### Routed clock nets over the placement

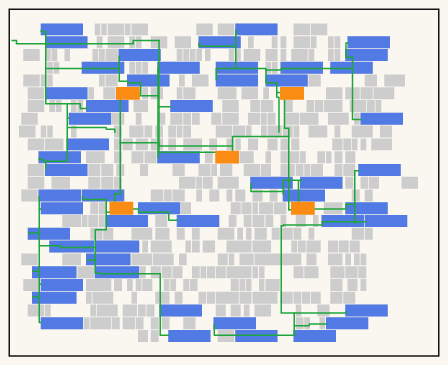
### Congestion heat map

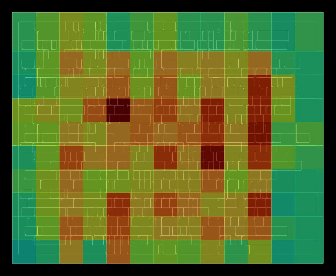
### Metal layers overlaid

Two of the layers only.
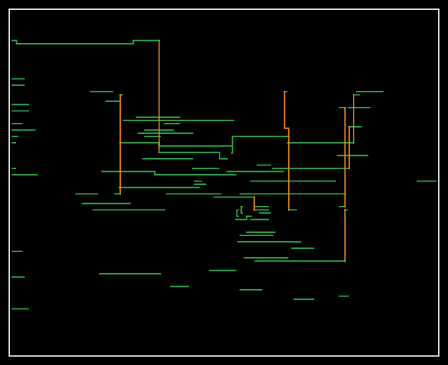
### Cells colored by class

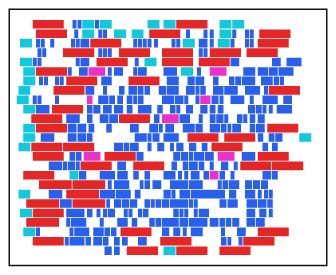
### Ports around the boundary

Pins as bars across the die edge, other pins in gray.
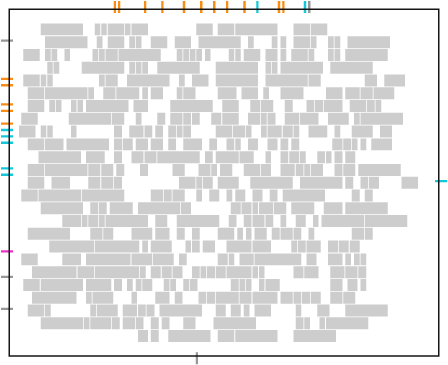
==> src/rtl/i2c_pkg.sv <==
// Shared definitions for the I2C temperature target: FSM states, register
// addresses and the read-side register mux.
package i2c_pkg;

  localparam logic [3:0] REG_TEMP_MSB = 4'h0;
  localparam logic [3:0] REG_TEMP_LSB = 4'h1;
  localparam logic [3:0] REG_STATUS   = 4'h2;
  localparam logic [3:0] REG_CFG      = 4'h3;
  localparam logic [3:0] REG_ID       = 4'hB;

  typedef enum logic [3:0] {
    IDLE, ADDR, ADDR_ACK, PTR, PTR_ACK, WDATA, WDATA_ACK, RDATA, RACK, WAIT
  } state_t;

  function automatic logic [7:0] reg_read(input logic [3:0]  ptr,
                                          input logic [15:0] snapshot,
                                          input logic [7:0]  cfg,
                                          input logic [7:0]  id);
    case (ptr)
      REG_TEMP_MSB: reg_read = snapshot[15:8];
      REG_TEMP_LSB: reg_read = snapshot[7:0];
      REG_STATUS:   reg_read = 8'h00;
      REG_CFG:      reg_read = cfg;
      REG_ID:       reg_read = id;
      default:      reg_read = 8'h00;
    endcase
  endfunction

endpackage

==> src/rtl/i2c_bus_sync.sv <==
// Two-flop synchronizers for SCL/SDA plus a history stage for edge and
// START/STOP condition pulses in the system clock domain.
module i2c_bus_sync (
  input  logic clk,
  input  logic rst,
  input  logic scl,
  input  logic sda_in,
  output logic sda_sync,
  output logic start,
  output logic stop,
  output logic scl_rise,
  output logic scl_fall
);

  logic [2:0] scl_q, sda_q;

  // Idle bus is high; resetting to 1 avoids a phantom START after reset.
  always_ff @(posedge clk or posedge rst) begin
    if (rst) begin
      scl_q <= 3'b111;
      sda_q <= 3'b111;
    end else begin
      scl_q <= {scl_q[1:0], scl};
      sda_q <= {sda_q[1:0], sda_in};
    end
  end

  assign sda_sync = sda_q[1];
  assign scl_rise = scl_q[1] & ~scl_q[2];
  assign scl_fall = ~scl_q[1] & scl_q[2];
  assign start    = scl_q[1] & scl_q[2] & ~sda_q[1] & sda_q[2];
  assign stop     = scl_q[1] & scl_q[2] & sda_q[1] & ~sda_q[2];

endmodule

==> src/rtl/i2c_temp_target.sv <==
// I2C target emulating the ADT7420 register map: address match, pointer and
// cfg writes, and reads of a per-transaction temperature snapshot.
module i2c_temp_target
  import i2c_pkg::*;
#(
  parameter logic [6:0] I2C_ADDR  = 7'h4B,
  parameter logic [7:0] DEVICE_ID = 8'hCB
) (
  input  logic        clk,
  input  logic        rst,
  input  logic        scl,
  input  logic        sda_in,
  output logic        sda_en,
  input  logic [15:0] temp,
  output logic [7:0]  cfg,
  output logic        snap
);

  logic sda, start, stop, scl_rise, scl_fall;

  i2c_bus_sync u_sync (
    .clk(clk), .rst(rst), .scl(scl), .sda_in(sda_in),
    .sda_sync(sda), .start(start), .stop(stop),
    .scl_rise(scl_rise), .scl_fall(scl_fall)
  );

  state_t      state, state_n;
  logic [3:0]  cnt, cnt_n, ptr, ptr_n;
  logic [7:0]  shreg, shreg_n, cfg_n, rd_byte, rd_next;
  logic [15:0] snapshot, snapshot_n;
  logic        rw, rw_n, sda_en_n, snap_n;

  always_ff @(posedge clk or posedge rst) begin
    if (rst) begin
      state    <= IDLE;
      cnt      <= 4'd0;
      ptr      <= 4'd0;
      shreg    <= 8'h00;
      cfg      <= 8'h00;
      snapshot <= 16'h0000;
      rw       <= 1'b0;
      sda_en   <= 1'b0;
      snap     <= 1'b0;
    end else begin
      state    <= state_n;
      cnt      <= cnt_n;
      ptr      <= ptr_n;
      shreg    <= shreg_n;
      cfg      <= cfg_n;
      snapshot <= snapshot_n;
      rw       <= rw_n;
      sda_en   <= sda_en_n;
      snap     <= snap_n;
    end
  end

  assign rd_byte = reg_read(ptr, snapshot, cfg, DEVICE_ID);
  assign rd_next = reg_read(ptr + 4'd1, snapshot, cfg, DEVICE_ID);

  // Bits are sampled on SCL rise; all SDA drive changes happen on SCL fall.
  always_comb begin
    state_n    = state;
    cnt_n      = cnt;
    ptr_n      = ptr;
    shreg_n    = shreg;
    cfg_n      = cfg;
    snapshot_n = snapshot;
    rw_n       = rw;
    sda_en_n   = sda_en;
    snap_n     = 1'b0;
    if (start) begin
      state_n  = ADDR;
      cnt_n    = 4'd0;
      sda_en_n = 1'b0;
    end else if (stop) begin
      state_n  = IDLE;
      sda_en_n = 1'b0;
    end else if (scl_rise) begin
      case (state)
        ADDR, PTR, WDATA: begin
          shreg_n = {shreg[6:0], sda};
          cnt_n   = cnt + 4'd1;
        end
        RDATA:   cnt_n = cnt + 4'd1;
        // cnt doubles as the "initiator ACKed" flag while in RACK
        RACK:    if (sda) state_n = WAIT; else cnt_n = 4'd1;
        default: ;
      endcase
    end else if (scl_fall) begin
      case (state)
        ADDR: if (cnt == 4'd8) begin
          if (shreg[7:1] == I2C_ADDR) begin
            state_n  = ADDR_ACK;
            sda_en_n = 1'b1;
            rw_n     = shreg[0];
            if (shreg[0]) begin
              snap_n     = 1'b1;
              snapshot_n = temp;
            end
          end else begin
            state_n = WAIT;
          end
        end
        ADDR_ACK: begin
          cnt_n = 4'd0;
          if (rw) begin
            state_n  = RDATA;
            shreg_n  = rd_byte;
            sda_en_n = ~rd_byte[7];
          end else begin
            state_n  = PTR;
            sda_en_n = 1'b0;
          end
        end
        PTR: if (cnt == 4'd8) begin
          ptr_n    = shreg[3:0];
          sda_en_n = 1'b1;
          state_n  = PTR_ACK;
        end
        WDATA: if (cnt == 4'd8) begin
          if (ptr == REG_CFG) cfg_n = shreg;
          ptr_n    = ptr + 4'd1;
          sda_en_n = 1'b1;
          state_n  = WDATA_ACK;
        end
        PTR_ACK, WDATA_ACK: begin
          state_n  = WDATA;
          cnt_n    = 4'd0;
          sda_en_n = 1'b0;
        end
        RDATA: if (cnt == 4'd8) begin
          state_n  = RACK;
          cnt_n    = 4'd0;
          sda_en_n = 1'b0;
        end else begin
          shreg_n  = {shreg[6:0], 1'b0};
          sda_en_n = ~shreg[6];
        end
        RACK: if (cnt == 4'd1) begin
          ptr_n    = ptr + 4'd1;
          shreg_n  = rd_next;
          sda_en_n = ~rd_next[7];
          cnt_n    = 4'd0;
          state_n  = RDATA;
        end
        default: ;
      endcase
    end
  end

endmodule

==> config.mk <==
export PLATFORM = sky130hd
export DESIGN_NAME = i2c_temp_target
export DESIGN_NICKNAME = d
export VERILOG_FILES = /design/src/rtl/i2c_pkg.sv /design/src/rtl/i2c_bus_sync.sv /design/src/rtl/i2c_temp_target.sv
export SDC_FILE = /design/constraint.sdc
export NUM_CORES = 1
export LEC_CHECK = 0
export CORE_ASPECT_RATIO = 0.8
export CORE_MARGIN = 1.5
export CORE_UTILIZATION = 55
export DETAILED_ROUTE_END_ITERATION = 7
export PLACE_DENSITY = 0.77
export SETUP_SLACK_MARGIN = 0.3
export SLEW_MARGIN = 20
export SYNTH_ARGS = -nofsm -noshare
export SYNTH_HDL_FRONTEND = slang
export SYNTH_SLANG_ARGS = --single-unit
==> constraint.sdc <==
create_clock -name clk -period 4.4 [get_ports clk]
set_input_delay 0.66 -clock clk [delete_from_list [all_inputs] [get_ports clk]]
set_output_delay 0.66 -clock clk [all_outputs]
set_load 0.05 [all_outputs]
==> GITHUB_STEP_SUMMARY <==
## PnR job results

| Metric | Value |
|---|---|
| Clock tree root buffer cell | `sky130_fd_sc_hd__clkbuf_8` |
| Number of cells on the worst reg-to-reg path | `5` |
| Termination of the worst setup path | `shreg[5]` |
| Worst-case register-to-register setup slack | `1.43 ns` |
| Hpwl dp | `slightly below 6000 um` |
| Yosys reg bits | `about 53` |
| Total DRC errors in the routed layout | `0` |
| Detailed route wirelength on metal3 | `between 500 and 600 um` |
| Worst R2R Start | `state[1]` |
| Number of clock-tree buffers in the layout | `5` |
| First-pass GRT wire length | `around 14,000 um` |
| Setup CP Type | `reg2reg` |
| Hold Crit Endpoint | `u_sync.scl_q[1]` |
| Number of warning messages in the yosys log | `0` |
| Routability congestion estimate from global placement | `0.924` |
| Bufs w/o clock | `30` |
| Non-clock buffer area fraction after layout | `7.90%` |
| Number of top-level pins | `30` |
| Cell family contributing the most delay on the critical path | `simple AND/OR/NAND/NOR gates` |
| Tap cell instance count | `just over 80` |
| Setup tns final | `0 ns` |
| Post-synthesis area per instance | `just under 9 um^2` |
| Uppermost metal layer occupied by signal nets | `met4` |
| Synth async-reset ratio | `100%` |
| Placeable Area | `slightly below 6000 um^2` |
| Slowest-stage cell, CP | `sky130_fd_sc_hd__nor4b_2` |
| Max-cap violation count | `0` |
| Worst setup path startpoint | `state[1]` |
| Global Route met1 Usage | `around 39%` |
| Post-route met1 wirelength | `3990 um` |
| Die outline area | `6700 um^2` |
| Nets | `434` |
| Fill cells | `between 500 and 600` |
| Post-synthesis to final-layout area growth | `10.3%` |
| Slew margin rel. | `a little under two fifths` |
| Met3 capacity usage during global routing | `4.14%` |
| Layout Cells excl Fill | `approximately 490` |
| Gate Area | `1890 um^2` |
| Cell area after layout | `3770 um^2` |
| Pre-CTS WS | `1.53 ns` |
| Final hold violations | `0` |
| Number of resized instances in the post-cts repair step | `0` |
| Post-cts hold-fix buffer tally | `0` |
| TritonCTS clock tree | `yes` |
| Count of tool warnings | `34` |
| Maximum number of pins on one net before global-route repair | `38` |
| Sequential standard cell area | `1330 um^2` |
| Via count | `roughly 3,000` |
| Path length in cells of the critical path | `5` |
| Distinct cells, synth | `63` |
| Via count normalized by instance count | `6.26` |
| Number of signal-net inverters in the final layout | `15` |
| Clock buffer and inverter area fraction after layout | `under 10%` |
| Count of buffers added by post-CTS timing repair for setup | `0` |
| FP Util | `~57%` |
| Setup violations, final | `0` |
| Cells after synthesis | `~400` |
| Std-Cell Rows | `25` |
| WL per Instance | `16.8 um` |
| Number of sinks driven by the clock tree | `between 50 and 60` |
| Final number of max-transition violations | `0` |
| Most used logic cell in the final layout | `sky130_fd_sc_hd__nand2_1` |
| Status | `complete, no violations` |
| Largest area contributor in the synthesized netlist | `sky130_fd_sc_hd__dfrtp_1` |
| Max IR drop VDD | `~0.25 mV` |
| Tmin final | `2.97 ns` |
| EDFF count, synth | `0` |
| Post-synthesis sequential area ratio | `39.0%` |
| Crit path capture type | `register` |
| Data arrival time at the worst-slack endpoint | `~3.2 ns` |
| Largest register FFs | `16` |
| Number of design-rule violations left by the first detailed-router iteration | `around 410` |
| Startpoint type of the worst setup path | `register` |
| Crit path max fanout | `19` |
| Tightest Hold Check Type | `reg2reg` |
| Worst-margin pin slew | `approximately 0.94 ns` |
| Floorplan Nets | `roughly 420` |
| Remaining antenna violation count after routing | `0` |
| Crit path DRT | `4.61 ns` |
| DRT Wirelength | `8130 um` |
| Vias in the first global route | `2,705` |
| Leakage | `roughly 1.5 nW` |
| Post-synthesis instance area | `about 3400 um^2` |
| Total power draw | `~1.9 mW` |
| Met2 wirelength from detailed routing | `between 3000 and 4000 um` |
| Flop count | `about 53` |
| Final Worst Setup Slack | `1.43 ns` |
| Register with the most flip-flops | `snapshot` |
| Residual overflow from global routing | `0` |
| Count of multi-input gates | `roughly 300` |
| RSZ-0062 raised after global routing | `false` |
| Clock transition at the registers of the reported paths | `0.10 ns` |
| Top cell area share | `approximately 34%` |
| H-tree levels | `2` |
| Hold path cells | `0` |
| Placement-stage cell area | `3680 um^2` |
| # placed instances | `477` |
| Main flop type | `sky130_fd_sc_hd__dfrtp_1` |
| Yosys cell count | `about 390` |
| Top library cells by usage in the layout, fill and taps aside | `sky130_fd_sc_hd__nand2_1 (76), sky130_fd_sc_hd__dfrtp_1 (47), sky130_fd_sc_hd__clkdlybuf4s50_1 (29)` |
About 'Routed clock nets over the placement':
legend:
  flip-flops:
    color: blue
    count: 53
  clock wires:
    color: green
    length: 627 um
  cells driving clock nets:
    color: orange
    count: 5
flops lie: all over the die
routed clock nets: 6
power in the clock group: 0.284 mW
later-pin clock latency in the skew report: 0.32 ns
Final Skew: 0.00850 ns
proportion of power drawn by the clock network: 14.8%

About 'Congestion heat map':
Global Route Usage Sum: 25.5%
most used routing layer: met1
Util after Layout: 63.4%
met2 Usage GRT: 36.7%

About 'Metal layers overlaid':
legend:
  met4:
    color: orange
    wire_length: 125 um
  met3:
    color: green
    wire_length: 530 um

About 'Cells colored by class':
legend:
  all other logic:
    color: blue
    cells: 313
    share_of_their_area: 53%
  other buffers and delay cells:
    color: cyan
    cells: 30
    share_of_their_area: 8.1%
  clock drivers and dummy loads:
    color: magenta
    cells: 8
    share_of_their_area: 2.5%
  flip-flops:
    color: red
    cells: 53
    share_of_their_area: 36%

About 'Ports around the boundary':
legend:
  `scl`:
    color: magenta
    pins: 1
    direction: input
    edge: left
  `temp`:
    color: orange
    pins: 16
    direction: input
    edge: 11 top, 5 left
  `cfg`:
    color: cyan
    pins: 8
    direction: output
    edge: 5 left, 2 top, 1 right
vertical die size: 73.5 um
port bufs: 29
die width: 91.1 um

==> synth_stat cells, types with 4 or more instances <==
master	count
sky130_fd_sc_hd__nor2_1	16
sky130_fd_sc_hd__nand3b_1	4
sky130_fd_sc_hd__a211oi_1	6
sky130_fd_sc_hd__o21a_1	5
sky130_fd_sc_hd__and2_1	5
sky130_fd_sc_hd__a2111oi_0	4
sky130_fd_sc_hd__nor2b_1	7
sky130_fd_sc_hd__a22oi_1	15
sky130_fd_sc_hd__ha_1	11
sky130_fd_sc_hd__o211ai_1	7
sky130_fd_sc_hd__nand2b_1	4
sky130_fd_sc_hd__dfstp_2	6
sky130_fd_sc_hd__nand3_1	12
sky130_fd_sc_hd__o31ai_1	4
sky130_fd_sc_hd__nand2_1	76
sky130_fd_sc_hd__dfrtp_1	47
sky130_fd_sc_hd__clkbuf_1	15
sky130_fd_sc_hd__mux2_2	8
sky130_fd_sc_hd__o22ai_1	4
sky130_fd_sc_hd__buf_6	4
sky130_fd_sc_hd__inv_1	14
sky130_fd_sc_hd__nor3_1	9
sky130_fd_sc_hd__buf_2	7
sky130_fd_sc_hd__a21oi_1	17
sky130_fd_sc_hd__o21ai_0	27
==> report_power, final <==
group	internal [mW]	switching (mW)
combinational	0.372	0.498
clock	0.113	0.170
sequential	0.567	0.195
total	1.05	0.863
==> cell families after synthesis <==
logic type | count (synthesis) | share of synthesized area [%]
and+or+nand+nor | 158 | 23.0
buffers and inverters | 41 | 5.64
adders and majority gates | 11 | 4.03
AOI/OAI and AO/OA | 113 | 23.1
muxes | 14 | 4.65
xor gates and xnor gates | 2 | 0.513
DFF | 53 | 39.0
No activity file was given, so power comes from the tool's default toggle rates.
